==> src/rtl/epu_dma_wr_master.sv <==
// rtl/epu_dma_wr_master.sv - DMA write master: stages a 32-bit word stream in a FIFO and writes it out as AXI INCR bursts
module epu_dma_wr_master #(
    parameter int         FIFO_DEPTH = 8,
    parameter int         MAX_BURST  = 16,
    parameter logic [3:0] MST_ID     = 4'h1
) (
    input  logic        CLK,
    input  logic        RSTn,
    input  logic        start,
    input  logic [31:0] base_addr,
    input  logic [15:0] word_cnt,
    input  logic [31:0] s_data,
    input  logic        s_valid,
    output logic        s_ready,
    output logic        busy,
    output logic        done,
    output logic        err,
    output logic [3:0]  AWID,
    output logic [31:0] AWADDR,
    output logic [3:0]  AWLEN,
    output logic [2:0]  AWSIZE,
    output logic [1:0]  AWBURST,
    output logic        AWVALID,
    input  logic        AWREADY,
    output logic [31:0] WDATA,
    output logic [3:0]  WSTRB,
    output logic        WLAST,
    output logic        WVALID,
    input  logic        WREADY,
    input  logic [3:0]  BID,
    input  logic [1:0]  BRESP,
    input  logic        BVALID,
    output logic        BREADY
);

    localparam int          PW          = $clog2(FIFO_DEPTH);
    localparam logic [15:0] MAX_BURST_W = 16'(MAX_BURST);

    typedef enum logic [2:0] {
        ST_IDLE = 3'd0,
        ST_AW   = 3'd1,
        ST_W    = 3'd2,
        ST_B    = 3'd3,
        ST_FIN  = 3'd4
    } state_t;

    state_t r_state;
    state_t w_next;

    logic [31:0] r_addr;
    logic [15:0] r_remaining;
    logic [15:0] r_word_cnt;
    logic [15:0] r_acc_cnt;
    logic [3:0]  r_beat_cnt;
    logic [31:0] r_awaddr;
    logic [3:0]  r_awlen;
    logic        r_err;

    logic [31:0] r_mem [FIFO_DEPTH];
    logic [PW:0] r_wptr;
    logic [PW:0] r_rptr;

    logic        w_empty;
    logic        w_full;
    logic        w_busy;
    logic        w_wvalid;
    logic        w_wlast;
    logic        w_pop;
    logic        w_push;
    logic        w_s_ready;
    logic        w_b_bad;
    logic        w_load_aw;
    logic [15:0] w_burst_src;
    logic [4:0]  w_beats;
    logic [4:0]  w_len_next;
    logic [4:0]  w_burst_beats;
    logic [31:0] w_awaddr_next;
    logic        w_unused;

    assign w_empty  = (r_wptr == r_rptr);
    assign w_full   = (r_wptr[PW] != r_rptr[PW]) && (r_wptr[PW-1:0] == r_rptr[PW-1:0]);
    assign w_busy   = (r_state != ST_IDLE);
    assign w_wvalid = (r_state == ST_W) && !w_empty;
    assign w_wlast  = w_wvalid && (r_beat_cnt == r_awlen);
    assign w_pop    = w_wvalid && WREADY;
    // A pop in the same cycle frees a slot, so a full FIFO can still take a word.
    assign w_s_ready = w_busy && (!w_full || w_pop) && (r_acc_cnt < r_word_cnt);
    assign w_push    = s_valid && w_s_ready;
    assign w_b_bad   = (BRESP != 2'b00) || (BID != MST_ID);

    // First burst is sized from the start inputs, later ones from the running counters.
    assign w_burst_src   = (r_state == ST_IDLE) ? word_cnt : r_remaining;
    assign w_beats       = (w_burst_src > MAX_BURST_W) ? MAX_BURST_W[4:0] : w_burst_src[4:0];
    assign w_len_next    = w_beats - 5'd1;
    assign w_burst_beats = {1'b0, r_awlen} + 5'd1;
    assign w_awaddr_next = (r_state == ST_IDLE) ? {base_addr[31:2], 2'b00} : r_addr;
    assign w_load_aw     = (r_state != ST_AW) && (w_next == ST_AW);
    assign w_unused      = ^{base_addr[1:0], w_burst_src[15:5], w_len_next[4]};

    always_comb begin
        w_next = r_state;
        case (r_state)
            ST_IDLE: begin
                if (start) begin
                    w_next = (word_cnt != 16'd0) ? ST_AW : ST_FIN;
                end
            end
            ST_AW: begin
                if (AWREADY) begin
                    w_next = ST_W;
                end
            end
            ST_W: begin
                if (w_pop && w_wlast) begin
                    w_next = ST_B;
                end
            end
            ST_B: begin
                if (BVALID) begin
                    w_next = (w_b_bad || (r_remaining == 16'd0)) ? ST_FIN : ST_AW;
                end
            end
            ST_FIN:  w_next = ST_IDLE;
            default: w_next = ST_IDLE;
        endcase
    end

    always_ff @(posedge CLK or negedge RSTn) begin
        if (!RSTn) begin
            r_state <= ST_IDLE;
        end else begin
            r_state <= w_next;
        end
    end

    always_ff @(posedge CLK or negedge RSTn) begin
        if (!RSTn) begin
            r_addr      <= 32'd0;
            r_remaining <= 16'd0;
            r_word_cnt  <= 16'd0;
            r_acc_cnt   <= 16'd0;
            r_beat_cnt  <= 4'd0;
            r_awaddr    <= 32'd0;
            r_awlen     <= 4'd0;
            r_err       <= 1'b0;
        end else begin
            if ((r_state == ST_IDLE) && start) begin
                r_addr      <= {base_addr[31:2], 2'b00};
                r_remaining <= word_cnt;
                r_word_cnt  <= word_cnt;
                r_acc_cnt   <= 16'd0;
                r_err       <= 1'b0;
            end
            if (w_load_aw) begin
                r_awaddr   <= w_awaddr_next;
                r_awlen    <= w_len_next[3:0];
                r_beat_cnt <= 4'd0;
            end
            if (w_push) begin
                r_acc_cnt <= r_acc_cnt + 16'd1;
            end
            if (w_pop) begin
                r_beat_cnt <= r_beat_cnt + 4'd1;
                if (w_wlast) begin
                    r_addr      <= r_addr + {25'd0, w_burst_beats, 2'b00};
                    r_remaining <= r_remaining - {11'd0, w_burst_beats};
                end
            end
            if ((r_state == ST_B) && BVALID && w_b_bad) begin
                r_err <= 1'b1;
            end
        end
    end

    // FIN always empties the FIFO, dropping words left behind by an aborted transfer.
    always_ff @(posedge CLK or negedge RSTn) begin
        if (!RSTn) begin
            r_wptr <= '0;
            r_rptr <= '0;
        end else if (r_state == ST_FIN) begin
            r_wptr <= '0;
            r_rptr <= '0;
        end else begin
            if (w_push) begin
                r_wptr <= r_wptr + 1'b1;
            end
            if (w_pop) begin
                r_rptr <= r_rptr + 1'b1;
            end
        end
    end

    always_ff @(posedge CLK) begin
        if (w_push) begin
            r_mem[r_wptr[PW-1:0]] <= s_data;
        end
    end

    assign s_ready = w_s_ready;
    assign busy    = w_busy;
    assign done    = (r_state == ST_FIN);
    assign err     = r_err;

    assign AWID    = MST_ID;
    assign AWADDR  = r_awaddr;
    assign AWLEN   = r_awlen;
    assign AWSIZE  = 3'b010;
    assign AWBURST = 2'b01;
    assign AWVALID = (r_state == ST_AW);

    assign WDATA  = w_wvalid ? r_mem[r_rptr[PW-1:0]] : 32'd0;
    assign WSTRB  = 4'hF;
    assign WLAST  = w_wlast;
    assign WVALID = w_wvalid;

    assign BREADY = (r_state == ST_B);

endmodule

==> config.mk <==
export PLATFORM = sky130hd
export DESIGN_NAME = epu_dma_wr_master
export DESIGN_NICKNAME = d
export VERILOG_FILES = /design/src/rtl/epu_dma_wr_master.sv
export SDC_FILE = /design/constraint.sdc
export NUM_CORES = 1
export LEC_CHECK = 0
export ABC_AREA = 1
export ABC_CLOCK_PERIOD_IN_PS = 5700
export CAP_MARGIN = 20
export CORE_MARGIN = 5
export CORE_UTILIZATION = 58
export DETAILED_ROUTE_END_ITERATION = 8
export PLACE_DENSITY = 0.84
export SYNTH_ARGS = -nofsm -noshare
export SYNTH_HDL_FRONTEND = slang
export SYNTH_SLANG_ARGS = --single-unit
==> constraint.sdc <==
create_clock -name CLK -period 5.7 [get_ports CLK]
set_input_delay 1.14 -clock CLK [delete_from_list [all_inputs] [get_ports CLK]]
set_output_delay 1.14 -clock CLK [all_outputs]
set_load 0.03 [all_outputs]
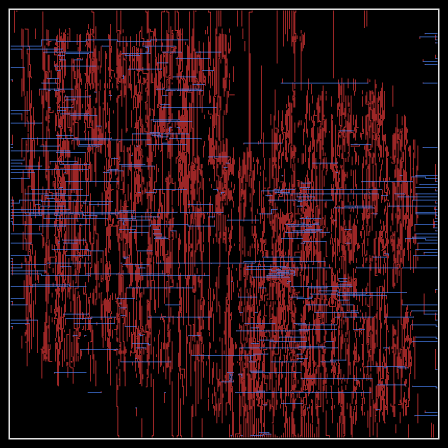
(images/metal_stack.png)
Only two layers are drawn.
legend:
  met2:
    color: red
    wire_length: 23.6 mm
  met3:
    color: blue
    wire_length: 3690 um
Final Routed Wirelength: 47500 um
total via count in the routed design: 14600
routed wire length per instance: 19.2 um

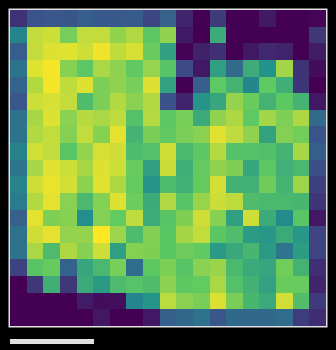
(images/density.png)
Scale bar: 50 um. 19 x 19 tiles, from dark purple (low) to yellow (high), 0 to 100% covered.
mean over tiles: 60%
tiles over 75% full: 43%
nearly empty tiles: 8.0%
emptiest ninth of the die: north-east
fullest tile: 100%
placeable core region: 0.0316 mm^2
initial standard-cell utilization of the core: 0.589
final core occ: 0.690

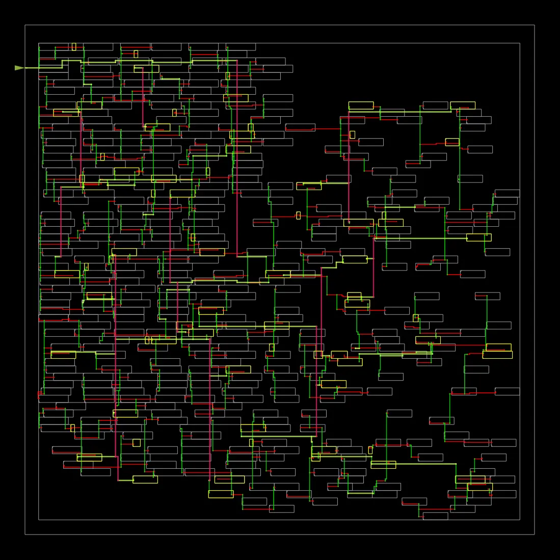
(images/final_clocks.png)
final setup skew: 33.8 ps
number of clock buffers in the layout: 54

## metrics by stage
stage / util / hold slack (ps) / cell area (um^2) / cells / setup slack (ps)
after floorplan: - / 436 / 18600 / 1925 / 1310
after global placement: 0.649 / 453 / 20500 / 2406 / 1430
after detailed placement: 0.649 / 461 / 20500 / 2406 / 1380
after CTS: 0.690 / 473 / 21800 / 2479 / 819
after global routing: 0.690 / 503 / 21800 / 2479 / 596
final: 0.690 / 469 / 21800 / 2479 / 775
## kinds of logic after synthesis
logic type,synth area share
AOI/OAI and AO/OA,0.121
xor gates and xnor gates,0.0198
adders and majority gates,0.0230
buffers and inverters,0.0607
DFF,0.592
muxes,0.00323
other,0.000404
and+or+nand+nor,0.180
## worst paths after layout
| check | end | slack (ps) |
|---|---|---|
| max in group asynchronous | r_acc_cnt[5] | 3870 |
| min | r_addr[0] | 470 |
| max | WDATA[12] | 770 |
| min in group asynchronous | AWADDR[28] | 600 |
| min reg2reg | r_addr[0] | 470 |
| max reg2reg | AWADDR[20] | 2570 |
## final cells by class
class	instances	area share
inverters	148	0.0256
flip-flops and latches	388	0.505
clock buffers	54	0.0502
multi-input cells	1277	0.301
clock inverters	19	0.0102
repair buffers	191	0.0855
well taps	402	0.0231
## sequential cells by signal, indices dropped and copies added (netlist names)
name	flops
r_acc_cnt	16
AWLEN	4
r_state	3
r_rptr	4
r_word_cnt	16
r_wptr	4
err	1
r_mem	256
r_addr	32
r_beat_cnt	4
r_remaining	16
AWADDR	32
## power groups by stage
stage | registers (uW) | logic [uW] | clock network, uW
after CTS | 4040 | 5070 | 2630
final | 4050 | 5100 | 2600
after floorplan | 4170 | 3330 | 0
after global placement | 4060 | 4800 | 0
after global routing | 4100 | 5590 | 2760
after detailed placement | 4080 | 5000 | 0
==> flow.log <==
[report] implementation figures
[metrics] Routability Congestion: approximately 0.9
[metrics] Data required, critical path: ~4600 ps
[metrics] cell type with the largest total area after synthesis: sky130_fd_sc_hd__edfxtp_1
[metrics] arrival time at the worst endpoint: ~3800 ps
[metrics] power density relative to cell area: roughly 540 mW/mm^2
[metrics] overall chip area: approximately 0.036 mm^2
[metrics] switching portion of total power: 0.418
[metrics] design internal power: between 6000 and 7000 uW
[metrics] worst hold path class: register to register
[metrics] number of antenna violations at the first check in global routing: 2
[metrics] I/O pin count: about 180
[metrics] slew margin rel.: 0.251
[metrics] register share of total power: 0.345
[metrics] hold bufs inserted after CTS: 0
[metrics] Critical Path Start Type: register
[metrics] startpoint of the lowest-slack register-to-register path: r_state[0]
[metrics] worst path buffer plus inverter count: 2
[metrics] critical path's top delay family: buffers and inverters
[metrics] top layer in use: met5
[metrics] OpenROAD warning count: 30
[metrics] mean cell area of the mapped netlist: 9.71 um^2
[metrics] number of distinct standard cells referenced by the synthesized netlist: ~46
[metrics] Hold Crit Depth: 2
[metrics] DRT Pass-1 Iters: 5
[metrics] MaxCap Viol Count: 0
[metrics] Slew @ Worst Pin: ~1100 ps
[metrics] status: completed
[metrics] total routed wire length on the met1 layer: 19200 um
[metrics] kind of end point of the critical path: output pin
[metrics] Die Y-Extent: 189 um
[metrics] Max FO, Critical Path: 108
[metrics] largest net degree at the start of global routing: between 100 and 150
[metrics] busiest grt layer: met2
[metrics] total count of hold-check failures in the final report: 0
[metrics] post-synthesis cell area: about 0.019 mm^2
[metrics] Worst Setup SP: r_rptr[0]
[metrics] vias in the first global route: 14300
[metrics] Setup Fix Bufs, Post-CTS: 0
[metrics] fillers: about 2300
[metrics] number of inserted diodes: 0
[metrics] upper clock frequency limit: between 200 and 250 MHz
[metrics] Sum Neg Setup Slack: 0 ps
[metrics] CP peak stage delay: 920 ps
[metrics] number of buffers added by the clock tree synthesis step: about 41
[metrics] register share after synthesis: 0.592
[metrics] total congestion overflow after global routing: 0
[metrics] part of the power in combinational logic: 0.434
[metrics] fin. max-slew vios: 0
[metrics] via density per instance: around 6
[metrics] final critical delay including setup and external delays: around 5000 ps
Power and IR drop assume default switching activity.
